### config.mk
export PLATFORM = sky130hd
export DESIGN_NAME = tone_sequencer
export DESIGN_NICKNAME = d
export VERILOG_FILES = /design/src/rtl/tone_sequencer.sv
export SDC_FILE = /design/constraint.sdc
export NUM_CORES = 1
export LEC_CHECK = 0
export CORE_ASPECT_RATIO = 1.25
export CORE_MARGIN = 5
export CORE_UTILIZATION = 55
export DETAILED_ROUTE_END_ITERATION = 16
export PLACE_DENSITY = 0.78
export SLEW_MARGIN = 20
export SYNTH_ARGS = -nofsm -noshare
export SYNTH_HDL_FRONTEND = slang
export SYNTH_SLANG_ARGS = --single-unit
### constraint.sdc
create_clock -name clk_50MHz -period 2.4 [get_ports clk_50MHz]
set_input_delay 0.6 -clock clk_50MHz [delete_from_list [all_inputs] [get_ports clk_50MHz]]
set_output_delay 0.6 -clock clk_50MHz [all_outputs]
set_load 0.05 [all_outputs]
### src/rtl/tone_sequencer.sv
// Button-triggered tone sequencer: edge-detects four buttons, plays the winning tone for
// TONE_CYC cycles and follows it with a silent GAP. Define TONE_QUEUE_EN for a one-deep request queue.
module tone_sequencer #(
    parameter int unsigned HALF0    = 25000,
    parameter int unsigned HALF1    = 12500,
    parameter int unsigned HALF2    = 6250,
    parameter int unsigned HALF3    = 3125,
    parameter int unsigned TONE_CYC = 5000000,
    parameter int unsigned GAP_CYC  = 500000
) (
    input  logic       clk_50MHz,
    input  logic       rst,
    input  logic [3:0] btn,
    output logic       buzz_out,
    output logic [1:0] sel,
    output logic       busy,
    output logic       tone_done
);

    typedef enum logic [1:0] {S_IDLE, S_LOAD, S_PLAY, S_GAP} state_t;

    localparam logic [15:0] HM1_0  = 16'(HALF0 - 1);
    localparam logic [15:0] HM1_1  = 16'(HALF1 - 1);
    localparam logic [15:0] HM1_2  = 16'(HALF2 - 1);
    localparam logic [15:0] HM1_3  = 16'(HALF3 - 1);
    localparam logic [23:0] TONE_M1 = 24'(TONE_CYC - 1);
    localparam logic [23:0] GAP_M1  = 24'(GAP_CYC - 1);

    state_t      r_state, w_next;
    logic [3:0]  r_btn_q;
    logic [3:0]  w_edge;
    logic        w_any_edge;
    logic [1:0]  w_win_idx;
    logic [1:0]  w_load_idx;
    logic        w_pend_vld;
    logic [1:0]  w_pend_idx;
    logic [15:0] r_half;
    logic [15:0] w_half_m1;
    logic [23:0] r_dur;
    logic        r_buzz;
    logic [1:0]  r_sel;
    logic        r_busy;

    // Resetting to all-ones suppresses a request from a button held across reset
    always_ff @(posedge clk_50MHz or posedge rst) begin
        if (rst) r_btn_q <= 4'b1111;
        else     r_btn_q <= btn;
    end

    assign w_edge     = btn & ~r_btn_q;
    assign w_any_edge = |w_edge;

    always_comb begin
        w_win_idx = 2'd3;
        if      (w_edge[0]) w_win_idx = 2'd0;
        else if (w_edge[1]) w_win_idx = 2'd1;
        else if (w_edge[2]) w_win_idx = 2'd2;
    end

`ifdef TONE_QUEUE_EN
    logic       r_pend_vld;
    logic [1:0] r_pend_idx;

    always_ff @(posedge clk_50MHz or posedge rst) begin
        if (rst) begin
            r_pend_vld <= 1'b0;
            r_pend_idx <= 2'd0;
        end else if (r_state == S_IDLE && r_pend_vld) begin
            r_pend_vld <= 1'b0;
        end else if (r_busy && !r_pend_vld && w_any_edge) begin
            r_pend_vld <= 1'b1;
            r_pend_idx <= w_win_idx;
        end
    end

    assign w_pend_vld = r_pend_vld;
    assign w_pend_idx = r_pend_idx;
`else
    assign w_pend_vld = 1'b0;
    assign w_pend_idx = 2'd0;
`endif

    // A queued request is older than anything arriving in IDLE, so it wins
    assign w_load_idx = w_pend_vld ? w_pend_idx : w_win_idx;

    always_comb begin
        case (r_sel)
            2'd0:    w_half_m1 = HM1_0;
            2'd1:    w_half_m1 = HM1_1;
            2'd2:    w_half_m1 = HM1_2;
            default: w_half_m1 = HM1_3;
        endcase
    end

    always_ff @(posedge clk_50MHz or posedge rst) begin
        if (rst) r_state <= S_IDLE;
        else     r_state <= w_next;
    end

    always_comb begin
        w_next = r_state;
        case (r_state)
            S_IDLE: if (w_pend_vld || w_any_edge) w_next = S_LOAD;
            S_LOAD: w_next = S_PLAY;
            S_PLAY: if (r_dur == TONE_M1) w_next = S_GAP;
            S_GAP:  if (r_dur == GAP_M1)  w_next = S_IDLE;
            default: w_next = S_IDLE;
        endcase
    end

    always_ff @(posedge clk_50MHz or posedge rst) begin
        if (rst) begin
            r_half <= 16'd0;
            r_dur  <= 24'd0;
            r_buzz <= 1'b0;
            r_sel  <= 2'd0;
            r_busy <= 1'b0;
        end else begin
            r_busy <= (w_next != S_IDLE);
            case (r_state)
                S_IDLE: begin
                    r_buzz <= 1'b0;
                    if (w_next == S_LOAD) r_sel <= w_load_idx;
                end
                S_LOAD: begin
                    // Tone begins in its high phase on the first PLAY cycle
                    r_half <= 16'd0;
                    r_dur  <= 24'd0;
                    r_buzz <= 1'b1;
                end
                S_PLAY: begin
                    if (r_dur == TONE_M1) begin
                        r_dur  <= 24'd0;
                        r_half <= 16'd0;
                        r_buzz <= 1'b0;
                    end else begin
                        r_dur <= r_dur + 24'd1;
                        if (r_half == w_half_m1) begin
                            r_half <= 16'd0;
                            r_buzz <= ~r_buzz;
                        end else begin
                            r_half <= r_half + 16'd1;
                        end
                    end
                end
                S_GAP: begin
                    r_buzz <= 1'b0;
                    r_dur  <= (r_dur == GAP_M1) ? 24'd0 : r_dur + 24'd1;
                end
                default: r_buzz <= 1'b0;
            endcase
        end
    end

    always_comb begin
        buzz_out  = r_buzz;
        sel       = r_sel;
        busy      = r_busy;
        tone_done = (r_state == S_GAP) && (r_dur == GAP_M1);
    end

endmodule

==> run_1/placement_by_type.png <==
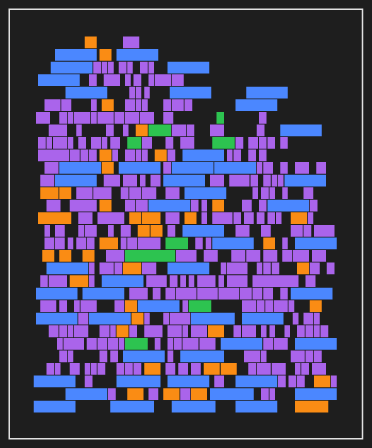
legend:
  green:
    class: clock drivers and dummy loads
    cells: 8
    share_of_their_area: 3.2%
  blue:
    class: sequential cells
    cells: 50
    share_of_their_area: 36%
  purple:
    class: combinational and other logic
    cells: 279
    share_of_their_area: 51%
  orange:
    class: remaining buffers and delay cells
    cells: 39
    share_of_their_area: 10%

==> run_1/cell_density.png <==
The die is cut into 8 by 9 equal tiles; black is low, pale yellow is high, 0 to 100% covered.
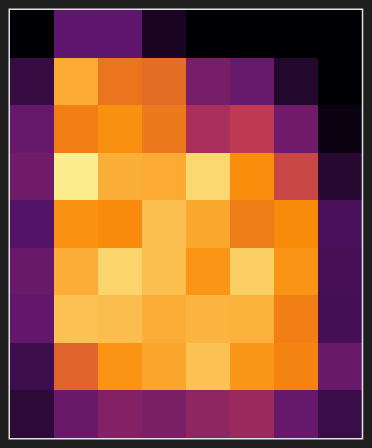
mean over tiles: 50%
tiles over 75% full: 35%
emptiest ninth of the die: north-east
densest ninth of the die: centre
nearly empty tiles: 8.3%

==> run_1/sizes.png <==
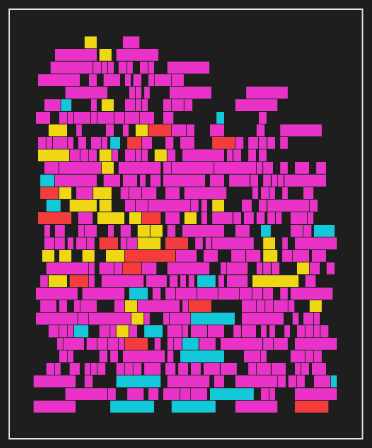
legend:
  cyan:
    size: _2 cells
    cells: 19
    share: 5.1%
  yellow:
    size: _3 and _4 cells
    cells: 33
    share: 8.8%
  red:
    size: _6 and larger
    cells: 14
    share: 3.7%
  magenta:
    size: _0 and _1 cells
    cells: 310
    share: 82%

[run 1: worst register-to-register path: cells and delay by family (launching register included)]
| kind | cells | cell delay, ps |
|---|---|---|
| simple gates | 4 | 1380 |
| flops | 1 | 390 |
| buf+inv | 1 | 160 |
| compound gates | 2 | 490 |
[run 1: where the power goes]
| part | internal, mW | total, mW | switching [mW] |
|---|---|---|---|
| Combinational | 0.0134 | 0.0365 | 0.0230 |
| Clock | 0.313 | 0.622 | 0.309 |
| Sequential | 0.848 | 0.848 | 0.000700 |
| Total | 1.17 | 1.51 | 0.332 |
[run 1: flip-flops by register name, summed over array words and instances, names as in the netlist]
signal    count
r_btn_q       4
r_state       2
busy          1
r_dur        24
sel           2
buzz_out      1
r_half       16
[run 1: layout by cell type (no fill, tap or decap), drive strengths merged, types with 2 or more instances in the layout]
cell type and count:
ha 11, o22ai 4, and3 8, o41ai 2, xor2 2, nand2 34
nor2 27, nor3 13, or2 3, mux2i 7, nand2b 8, buf 30
clkbuf 5, and4b 2, nand4 13, or3 7, and2 5, nor4 2
xnor2 6, a22o 4, a2bb2oi 2, nor4b 3, or4b 2, inv 17
a21oi 21, a21o 3, nand3 11, dfrtp 46, and4 3, dfstp 4
clkdlybuf4s50 9, a32o 3, o21ai 38, o2bb2ai 5
[run 1: cell families (layout without fill, tap and decap cells)]
family | Yosys count | in the layout | share of synthesized area, %
simple gates | 144 | 144 | 25.2
compound gates | 92 | 92 | 19.5
flops | 50 | 50 | 41.7
buf+inv | 28 | 63 | 3.95
fa+ha+maj | 11 | 11 | 4.57
xor+xnor | 8 | 8 | 2.33
mux | 8 | 8 | 2.70
[run 1: per-stage QoR]
step	hold WS, ps	instance area [sq um]	worst slack [ps]	power (mW)
global placement	489	3370	22.8	0.902
finish	502	3600	-296	1.51
detailed placement	503	3370	23.7	0.902
global route	558	3600	-347	1.56
floorplan	450	3030	-89.1	0.883
CTS	518	3490	-318	1.51
[run 1: path summary, 6_finish.rpt]
path	endpoint	cells past startpoint	slack (ps)
setup / recovery	tone_done	4	-300
hold / removal	r_dur[0]	1	500
setup reg to reg	r_dur[8]	7	-130
hold reg to reg	r_dur[0]	1	500
max in group asynchronous	r_btn_q[3]	3	1240
min in group asynchronous	r_half[14]	2	570
[run 1: metal layers]
metal	routed length, um	part of all wire, %
met1	3000	41
met2	3900	53
met3	175	2.4
met4	227	3.1
met5	0	0
[run 1: repair_timing]
action | in CTS | in global routing
endpoints found under the setup margin | 2 | 15
pin swaps | 0 | 3
resized | 1 | 32
cloned | 0 | 0
setup buffers | 0 | 2
hold buffers | 0 | 0
[run 1: final cells by class]
class / count / area share (%)
inverters: 16 / 1.67
repair buffers: 39 / 9.99
multi-input cells: 263 / 48.0
flip-flops and latches: 50 / 35.0
clock inverters: 3 / 1.22
clock buffers: 5 / 1.91
well taps: 64 / 2.23
==> reports/qor.yml, run 1 <==
tns_ps: -1450
synth_warnings: 0
cts_tree: "yes"
worst-path-buf-inv: 1
chipArea_sq_um: 7060
final-comb-area_sq_um: 1730
most_common_cell: "dfrtp_1"
worst_slack_ps: -296
critPathMaxFanout: 2
regArea_sq_um: 1260
wirelength_um: 7310
status: "complete, but fails checks"
violations: "negative setup slack"
cp-startpoint: "r_dur[19]"
grt_util_met3_pct: 2.92
maxSlewViolCount: 0
ys_top_cells_by_count: "46 x dfrtp_1, 37 x o21ai_0, 33 x nand2_1"
rsz0062_at_grt: "true"
nets: 392
ys_area_sq_um: 3010
setup_viol: 20
ys_seq_share_pct: 41.7
pin_count: 11
busiest_layer: "met2"
synthCells: 341
--- run 2 (diff from run 1) ---
--- a/config.mk
+++ b/config.mk
@@ -8,6 +8,7 @@
 export CORE_ASPECT_RATIO = 1.25
 export CORE_MARGIN = 5
 export CORE_UTILIZATION = 55
+export CTS_CLUSTER_SIZE = 24
 export DETAILED_ROUTE_END_ITERATION = 16
 export PLACE_DENSITY = 0.78
 export SLEW_MARGIN = 20
==> run 2 against run 1 <==
Net effect:
- the run still ends with negative setup slack left
- non-clock buffer count is the same
- register-to-register slack is essentially flat
- count of clock-buffer cells in the layout is the same
- synthesized cell count is the same
- final cell count is the same
- sequential share of layout area is the same
- core utilization is the same
- via count is the same
- fmax is the same
- sequential power is essentially flat
- global-route usage is the same
- highest routed layer unchanged
- final area is the same
==> reports/qor.yml, run 2 <==
status: "complete, but fails checks"
violations: "negative setup slack"
wirelength_um: 7310
setup_viol: 20
seqPwrFrac_pct: 56.3
ys_seq_share_pct: 41.7
worstSkewPairLatency_ps: 320
worstReg2RegStart: "r_dur[19]"
hold_depth: 1
synthAdderAreaFrac_pct: 4.57
regMostFlops: "r_dur"
comb_power_share_pct: 2.4
synthAoiAreaFrac_pct: 19.5
worst-path-buf-inv: 1
nets: 392
r2r_end: "r_dur[8]"
ys_area_sq_um: 3010
power.density_nw_per_um2: 419
synth_warnings: 0
cp_num_cells: 4
gr-total-overflow: 0
p_clk_share_pct: 41.3
synthSimpleGateAreaFrac_pct: 25.2
lay_top_cells: "44 x dfrtp_1, 33 x nand2_1, 26 x nor2_1, 23 x o21ai_0, 23 x buf_4"
most_common_cell: "dfrtp_1"
mux_share_pct: 2.70
synthCells: 341
async_reset_ff_share_pct: 100
ys_seq_elements: 50
ff2ff_path_depth: 7
cts_tree: "yes"
cp-startpoint: "r_dur[19]"
mostFrequentLayoutCell: "dfrtp_1"
reg2reg_slack_ps: -130
slew_headroom_pct: 55.2
top_logic_kind: "simple AND/OR/NAND/NOR gates"
ys_sh_xor_pct: 2.33
p_int_mw: 1.17
maxSlewViolCount: 0
worst_slack_ps: -296
top_regs: "r_dur x24, r_half x16, r_btn_q x4"
rsz0062_at_grt: "true"
pin_count: 11
cts_buffers: 5
ys_top_cells_by_count: "46 x dfrtp_1, 37 x o21ai_0, 33 x nand2_1"
cp-endpoint: "tone_done"
chipArea_sq_um: 7060
power_mw: 1.51
largest_reg_flops: 24
-- run 2: cell counts after synthesis --
Identical to the previous run, type by type.
-- run 2: area by class of cell --
class                      count  area [sq um]  share of cell area (%)
tap                           64          80.1                    2.23
multi-input combinational    263          1730                    48.0
clock inverter                 3          43.8                    1.22
timing repair buffer          39           359                    9.99
clock buffer                   5          68.8                    1.91
sequential                    50          1260                    35.0
inverter                      16          60.1                    1.67
-- run 2: worst min path at each step --
stage | slack [ps] | end
floorplan | 450 | r_dur[23]
global placement | 490 | r_dur[1]
detailed placement | 500 | r_dur[23]
CTS | 520 | r_dur[23]
global route | 560 | r_dur[0]
finish | 500 | r_dur[0]
-- run 2: power by group through the flow --
| stage | clock [mW] | sequential, mW | combinational (mW) |
|---|---|---|---|
| after floorplan | 0 | 0.865 | 0.0180 |
| after global placement | 0 | 0.865 | 0.0371 |
| after detailed placement | 0 | 0.865 | 0.0378 |
| after CTS | 0.626 | 0.849 | 0.0378 |
| after global routing | 0.666 | 0.849 | 0.0426 |
| final | 0.622 | 0.848 | 0.0365 |
-- run 2: routing by layer --
metal  wire, um  vias up  share of wire, %  global-route usage (%)
li1           -     1319                 -                       -
met2       3900       54                53                    39.9
met5          0        -                 0                       0
met4        227        0               3.1                    9.62
met1       3000     1344                41                    24.6
met3        175       20               2.4                    2.92
-- run 2: logic make-up after synthesis --
family / Yosys count
xor gates and xnor gates: 8
adders and majority gates: 11
DFF: 50
AOI/OAI and AO/OA: 92
buffers and inverters: 28
and+or+nand+nor: 144
muxes: 8
-- run 2: per-stage QoR --
stage / util, % / worst slack [ps] / TNS (ps) / instance area (sq um) / hold slack (ps)
2_1_floorplan: - / -89.1 / -89.1 / 3030 / 450
3_3_place_gp: 62.9 / 22.8 / 0 / 3370 / 489
3_5_place_dp: 62.9 / 23.7 / 0 / 3370 / 503
4_1_cts: 65.1 / -318 / -318 / 3490 / 518
5_1_grt: 67.0 / -347 / -2860 / 3600 / 558
6_report: 67.0 / -296 / -1450 / 3600 / 502
-- run 2: timing repair --
action / in CTS / in global routing
setup endpoints to repair: 2 / 15
pin swaps: 0 / 3
resized: 1 / 32
setup buffers: 0 / 2
==> run_2/sizes.png <==
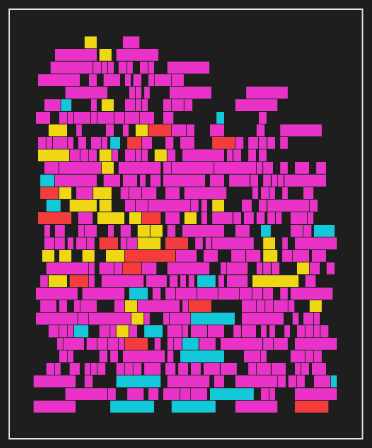
legend:
  yellow:
    size: _3 and _4 cells
    cells: 33
    share: 8.8%
  red:
    size: _6 and larger
    cells: 14
    share: 3.7%
  cyan:
    size: _2 cells
    cells: 19
    share: 5.1%
  magenta:
    size: _0 and _1 cells
    cells: 310
    share: 82%

==> run_2/placement_by_type.png <==
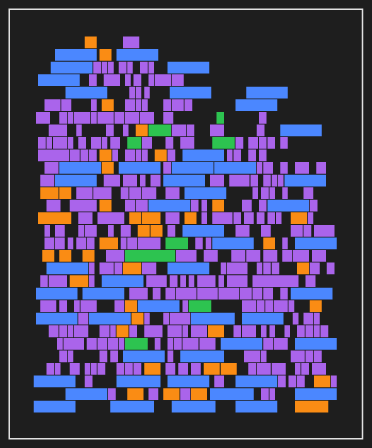
legend:
  blue:
    class: sequential cells
    cells: 50
    share_of_their_area: 36%
  orange:
    class: remaining buffers and delay cells
    cells: 39
    share_of_their_area: 10%
  purple:
    class: combinational and other logic
    cells: 279
    share_of_their_area: 51%
  green:
    class: clock drivers and dummy loads
    cells: 8
    share_of_their_area: 3.2%

==> run_2/cell_density.png <==
The die is cut into 8 by 9 equal tiles; black is low, pale yellow is high, 0 to 100% covered.
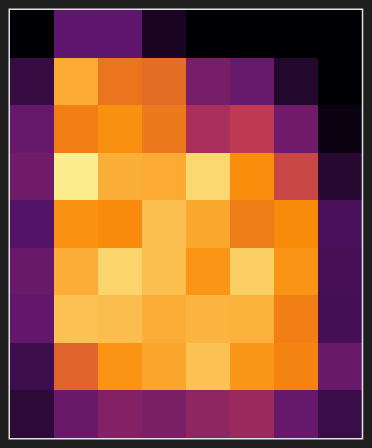
mean over tiles: 50%
nearly empty tiles: 8.3%
emptiest ninth of the die: north-east
tiles over 75% full: 35%
densest ninth of the die: centre
fullest tile: 96%

Power and IR drop assume default switching activity.
